## src/rtl/sram_arbiter.sv

```systemverilog
// sram_arbiter: three requesters (0 = CPU, 1 = video/DMA, 2 = host/debug)
// share one SRAM controller command port. The winner's command is latched
// and held for the whole controller transaction. The completion pulse is
// routed back to the winner only.
module sram_arbiter #(
  parameter bit PRIO0 = 1'b0
) (
  input  logic        clk,
  input  logic        reset_n,

  input  logic [16:0] s0_addr,
  input  logic [31:0] s0_wrdata,
  input  logic [3:0]  s0_bytesel,
  input  logic        s0_wren,
  input  logic        s0_strobe,
  output logic        s0_wait,
  output logic [31:0] s0_rddata,

  input  logic [16:0] s1_addr,
  input  logic [31:0] s1_wrdata,
  input  logic [3:0]  s1_bytesel,
  input  logic        s1_wren,
  input  logic        s1_strobe,
  output logic        s1_wait,
  output logic [31:0] s1_rddata,

  input  logic [16:0] s2_addr,
  input  logic [31:0] s2_wrdata,
  input  logic [3:0]  s2_bytesel,
  input  logic        s2_wren,
  input  logic        s2_strobe,
  output logic        s2_wait,
  output logic [31:0] s2_rddata,

  output logic [16:0] m_addr,
  output logic [31:0] m_wrdata,
  output logic [3:0]  m_bytesel,
  output logic        m_wren,
  output logic        m_strobe,
  input  logic        m_wait,
  input  logic [31:0] m_rddata,

  output logic [1:0]  grant,
  output logic        busy
);

  typedef enum logic {
    StIdle,
    StBusy
  } state_t;

  state_t      state;
  state_t      state_nxt;

  logic [2:0]  req;
  logic        any_req;
  logic [1:0]  winner;
  logic [1:0]  rr_n1;
  logic [1:0]  rr_n2;
  // Last grant given to port 1 or 2; drives the 1/2 rotation when port 0 has fixed priority.
  logic [1:0]  ptr12;

  assign req     = {s2_strobe, s1_strobe, s0_strobe};
  assign any_req = |req;

  // Successor in the 0 -> 1 -> 2 -> 0 rotation; index 3 never occurs.
  function automatic logic [1:0] rr_next(input logic [1:0] g);
    case (g)
      2'd0:    rr_next = 2'd1;
      2'd1:    rr_next = 2'd2;
      default: rr_next = 2'd0;
    endcase
  endfunction

  // Winner selection for the current StIdle cycle.
  always_comb begin
    rr_n1  = rr_next(grant);
    rr_n2  = rr_next(rr_n1);
    winner = grant;
    if (PRIO0) begin
      if (req[0]) begin
        winner = 2'd0;
      end else if (ptr12 == 2'd1) begin
        winner = req[2] ? 2'd2 : 2'd1;
      end else begin
        winner = req[1] ? 2'd1 : 2'd2;
      end
    end else begin
      if (req[rr_n1]) begin
        winner = rr_n1;
      end else if (req[rr_n2]) begin
        winner = rr_n2;
      end else begin
        winner = grant;
      end
    end
  end

  // State register.
  always_ff @(posedge clk or negedge reset_n) begin
    if (!reset_n) begin
      state <= StIdle;
    end else begin
      state <= state_nxt;
    end
  end

  // Next-state logic: one grant per idle cycle, back to idle on completion.
  always_comb begin
    state_nxt = state;
    case (state)
      StIdle:  if (any_req) state_nxt = StBusy;
      StBusy:  if (!m_wait) state_nxt = StIdle;
      default: state_nxt = StIdle;
    endcase
  end

  // Command latch, grant pointers and busy flag.
  always_ff @(posedge clk or negedge reset_n) begin
    if (!reset_n) begin
      m_addr    <= '0;
      m_wrdata  <= '0;
      m_bytesel <= '0;
      m_wren    <= 1'b0;
      m_strobe  <= 1'b0;
      grant     <= 2'd2;
      ptr12     <= 2'd2;
      busy      <= 1'b0;
    end else if (state == StIdle) begin
      if (any_req) begin
        case (winner)
          2'd0: begin
            m_addr    <= s0_addr;
            m_wrdata  <= s0_wrdata;
            m_bytesel <= s0_bytesel;
            m_wren    <= s0_wren;
          end
          2'd1: begin
            m_addr    <= s1_addr;
            m_wrdata  <= s1_wrdata;
            m_bytesel <= s1_bytesel;
            m_wren    <= s1_wren;
          end
          default: begin
            m_addr    <= s2_addr;
            m_wrdata  <= s2_wrdata;
            m_bytesel <= s2_bytesel;
            m_wren    <= s2_wren;
          end
        endcase
        m_strobe <= 1'b1;
        busy     <= 1'b1;
        grant    <= winner;
        if (winner != 2'd0) begin
          ptr12 <= winner;
        end
      end
    end else if (!m_wait) begin
      m_strobe <= 1'b0;
      busy     <= 1'b0;
    end
  end

  // Completion routing: only the granted port sees the wait pulse.
  always_comb begin
    s0_wait = !((state == StBusy) && (grant == 2'd0) && !m_wait);
    s1_wait = !((state == StBusy) && (grant == 2'd1) && !m_wait);
    s2_wait = !((state == StBusy) && (grant == 2'd2) && !m_wait);
  end

  assign s0_rddata = m_rddata;
  assign s1_rddata = m_rddata;
  assign s2_rddata = m_rddata;

endmodule

```

## config.mk

```make
export PLATFORM = sky130hd
export DESIGN_NAME = sram_arbiter
export DESIGN_NICKNAME = d
export VERILOG_FILES = /design/src/rtl/sram_arbiter.sv
export SDC_FILE = /design/constraint.sdc
export NUM_CORES = 1
export LEC_CHECK = 0
export ABC_CLOCK_PERIOD_IN_PS = 2220
export CAP_MARGIN = 25
export CORE_AREA = 2 2 140 142
export DETAILED_ROUTE_END_ITERATION = 8
export DIE_AREA = 0 0 142 144
export MAX_ROUTING_LAYER = met4
export SLEW_MARGIN = 20
export SYNTH_ARGS = -nofsm -noshare
export SYNTH_HDL_FRONTEND = slang
export SYNTH_SLANG_ARGS = --single-unit
```

## constraint.sdc

```tcl
create_clock -name clk -period 2.22 [get_ports clk]
set_input_delay 0.333 -clock clk [delete_from_list [all_inputs] [get_ports clk]]
set_output_delay 0.333 -clock clk [all_outputs]
set_load 0.01 [all_outputs]
```

==> flow_metrics.tcl <==
# metrics dict for downstream scripts
set metrics [dict create \
    status "complete, but fails checks" \
    violations "negative hold slack" \
    cts_tree "done" \
    min-delay-path-class "primary input to asynchronous set/reset pin" \
    power_combinational_uw 2820 \
    floorplan.io_pins 357 \
    remaining_drc_errors 0 \
    clock_power_uw 1510 \
    core_area_mm2 0.0191 \
    chipHeight_um 144 \
    postCtsSetupBuffers 0 \
    synthArstFlopShare_pct 100 \
    hold_buffer_count_at_cts 0 \
    grt_pass1_wl_um 21700 \
    vias_per_inst 4.69 \
    critPathCaptureType "output port" \
    grt_start_max_net_pins 65 \
    setup_viol_count_final 0 \
    fillers 1926 \
    drt_wirelength_um 15300 \
    detailed_place.area_mm2 0.00576 \
    pwr_density_cell_mw_per_mm2 991 \
    numClockSinks 58 \
    clock-skew-final_ps 4.21 \
    unrepaired_setup_endpoints_after_global_routing "false" \
    synth_dominant_cell_count "sky130_fd_sc_hd__buf_4" \
    routed-via-count 3496 \
    ys_cells 378 \
    post_synth_main_area_contributors "sky130_fd_sc_hd__dfrtp_1 36%, sky130_fd_sc_hd__buf_4 18%, sky130_fd_sc_hd__a221o_1 14%" \
    power.clock.fraction_pct 25.1 \
    p_sw_uw 1920 \
    ff2ff_path_depth 5 \
    final_max_slew_viol_count 0 \
    critical_path_arrival_ps 1710 \
    mappedNetlistArea_mm2 0.00396 \
    synth.net_count 578 \
    synth-seq-area-share_pct 36.6 \
    finalWorstSetupSlack_ps 182 \
    warning_count 26 \
    antenna_left 0 \
    crit_path_start "state$_DFF_PN0_" \
    switching_share_pct 31.8 \
    critical_path.slowest_cell "sky130_fd_sc_hd__clkdlybuf4s50_1" \
    die-width_um 142 \
    finished_core_util_pct 31.9 \
    finalWorstPathRequiredPeriod_ps 2040 \
    placement.io_buffers 228 \
    cts_htree_levels 3 \
    power.share.combinational_pct 46.8 \
    critPathRequiredTime_ps 1890 \
    syn-mean-instance-area_um2 10.5 \
    clk_path_buf_depth 2 \
    leakage_power_summed_over_all_cells_uw 0.00250 \
    avg_wl_per_cell_um 20.6 \
    post_synth_tally_of_flip_flops_with_integrated_enable 0 \
    area_delta_synth_final_pct 53.6 \
    yosys_area_mm2 0.00396 \
    finish.net_count 700 \
    row_count 51 \
    criticalPathCategory "flip-flop to output port" \
    post_layout_nonfiller_instances 745 \
    antenna_found_initial 1 \
    post_route_cells_drive_above_1_share_pct 6.73 \
    iteration_tally_of_the_first_detailed_router_pass 4 \
    final_area_mm2 0.00609 \
    lay_top_cells "227 x sky130_fd_sc_hd__clkdlybuf4s50_1, 56 x sky130_fd_sc_hd__dfrtp_1, 54 x sky130_fd_sc_hd__a22o_1, 54 x sky130_fd_sc_hd__a221o_1, 29 x sky130_fd_sc_hd__nor2b_1" \
    path_cells "inv_1 -> nor3_1 -> nand2_1 -> clkdlybuf4s50_1" \
    worst-r2r-setup-slack_ps 290 \
    post_cts.resized_instances 0 \
    global_router_s_overall_resource_usage_pct 14.6 \
    final-hold-violation-count 1 \
    max_stage_delay_ps 480 \
    gp_congestion 0.798 \
    ys_dominant_reg_cell "sky130_fd_sc_hd__dfrtp_1" \
    grt-ovfl-total 0 \
    core_util_floorplan_pct 20.8 \
    clock_insertion_delay_worst_skew_ps 340 \
    fin_hold_ws_ps -1.39 \
    post-synth-top-area-fraction_pct 36.0 \
    root_buffer "sky130_fd_sc_hd__clkbuf_16" \
    timing.fmax_mhz 491 \
    yosysUniqueCellTypes 29 \
    timing.max_slew.rel_slack_pct 58.5 \
    dp.cells 727 \
    place_ws_ps 40.5 \
    final_min_period_over_clock_period_pct 91.8 \
    worst_setup_path_start_kind "flip-flop" \
    post-dp-hpwl_um 11700 \
    final_common_cell "sky130_fd_sc_hd__clkdlybuf4s50_1" \
    internal_power_uw 4110 \
    number_of_global_route_vias_before_repair 3681 \
    r2r_start "grant[1]$_DFFE_PN1P_" \
    timing.critical_path.fanout_max 8 \
    sequentialPowerShare_pct 28.2 \
    cts_made_buffers 9 \
    total_die_area_mm2 0.0204 \
    iteration_0_drc_markers 124 \
    fin_setup_tns_ps 0 \
    max-vdd-ir-drop_uv 328 \
    seq_cell_power_uw 1700 \
    tightest_slew_ps 623 \
    timing.max_cap.violations 0 \
    yosys-top-cells-count "97 x sky130_fd_sc_hd__buf_4, 57 x sky130_fd_sc_hd__dfrtp_1, 54 x sky130_fd_sc_hd__a221o_1, 54 x sky130_fd_sc_hd__a22o_1, 29 x sky130_fd_sc_hd__nor2b_1" \
    synthesized_registers 58 \
    ys_warn_count 0 \
    netlist_instances 378 \
    largest_area_cell "sky130_fd_sc_hd__dfrtp_1" \
    rr_endpoint "m_addr[9]$_DFFE_PN0P_" \
    fin_total_pwr_uw 6030 \
]
## metal layers
| layer | vias to the layer above | track usage, % | part of all wire, % |
|---|---|---|---|
| li1 | 1554 | - | - |
| met1 | 1679 | 14.7 | 38 |
| met2 | 237 | 25.5 | 50 |
| met3 | 26 | 6.16 | 11 |
| met4 | 0 | 4.89 | 1.8 |
| met5 | - | - | 0 |
## registers in the layout, indices dropped and copies added, names as in the netlist
| signal | cells |
|---|---|
| m_bytesel | 4 |
| m_strobe | 1 |
| m_wren | 1 |
| m_wrdata | 32 |
| grant | 2 |
| m_addr | 17 |
| state | 1 |
## kinds of logic (layout without fill, tap and decap cells)
family,Yosys count,count (layout),share of synthesized area (%)
and+or+nand+nor,73,73,11.9
DFF,58,58,36.6
buffers and inverters,130,257,23.9
other,0,2,0
AOI/OAI and AO/OA,117,117,27.6
## worst max-delay path by stage
stage	endpoint	slack (ps)	cells past startpoint
4_1_cts	s1_wait	60	4
6_report	s0_wait	180	4
3_5_place_dp	m_addr[13]$_DFFE_PN0P_	40	7
3_3_place_gp	m_wrdata[14]$_DFFE_PN0P_	110	6
5_1_grt	s0_wait	70	4
2_1_floorplan	m_addr[0]$_DFFE_PN0P_	430	6
## cell type report
| class | count | area (µm²) | share of cell area [%] |
|---|---|---|---|
| repair buffers | 238 | 2430 | 39.9 |
| flip-flops and latches | 58 | 1450 | 23.9 |
| clock buffers | 9 | 225 | 3.70 |
| multi-input cells | 190 | 1580 | 25.9 |
| clock inverters | 7 | 93.8 | 1.54 |
| well taps | 238 | 298 | 4.89 |
| diodes | 2 | 5.00 | 0.0822 |
| inverters | 3 | 11.3 | 0.185 |
## worst max-delay path: cells and delay by family, from the launching register on
kind          cells  cell delay [ps]
simple gates      2              330
flops             1              460
buf+inv           2              580
Met1 routing:
Scale bar: 50 µm. Supply wires on this layer in gray.
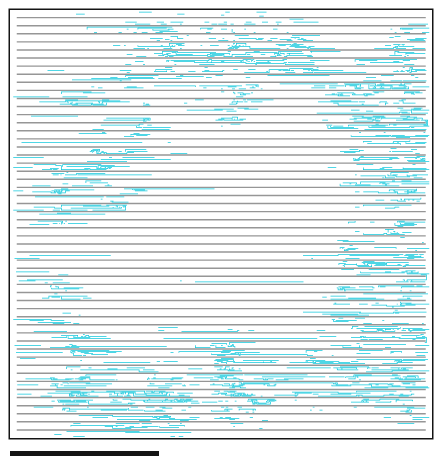
wire length on this layer: 5780 µm
longest straight run: 51.5 µm

Met2 routing:
Cells faint in the background.
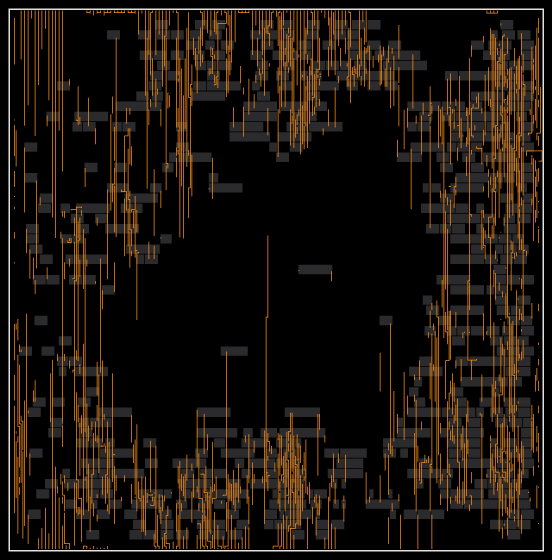
main direction: vertical
share of all routed wire: 50%

Signal wires on met3:
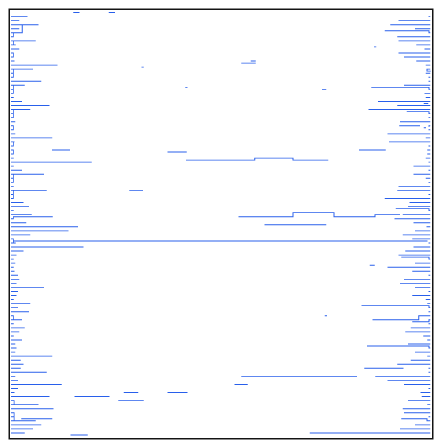
share of all routed wire: 11%
longest straight run: 139 µm

M4 wires:
Supply wires on this layer in gray.
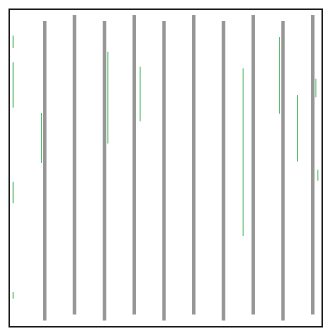
share of all routed wire: 1.8%
nets with wire on the layer: 10
main direction: vertical
longest straight run: 76.2 µm

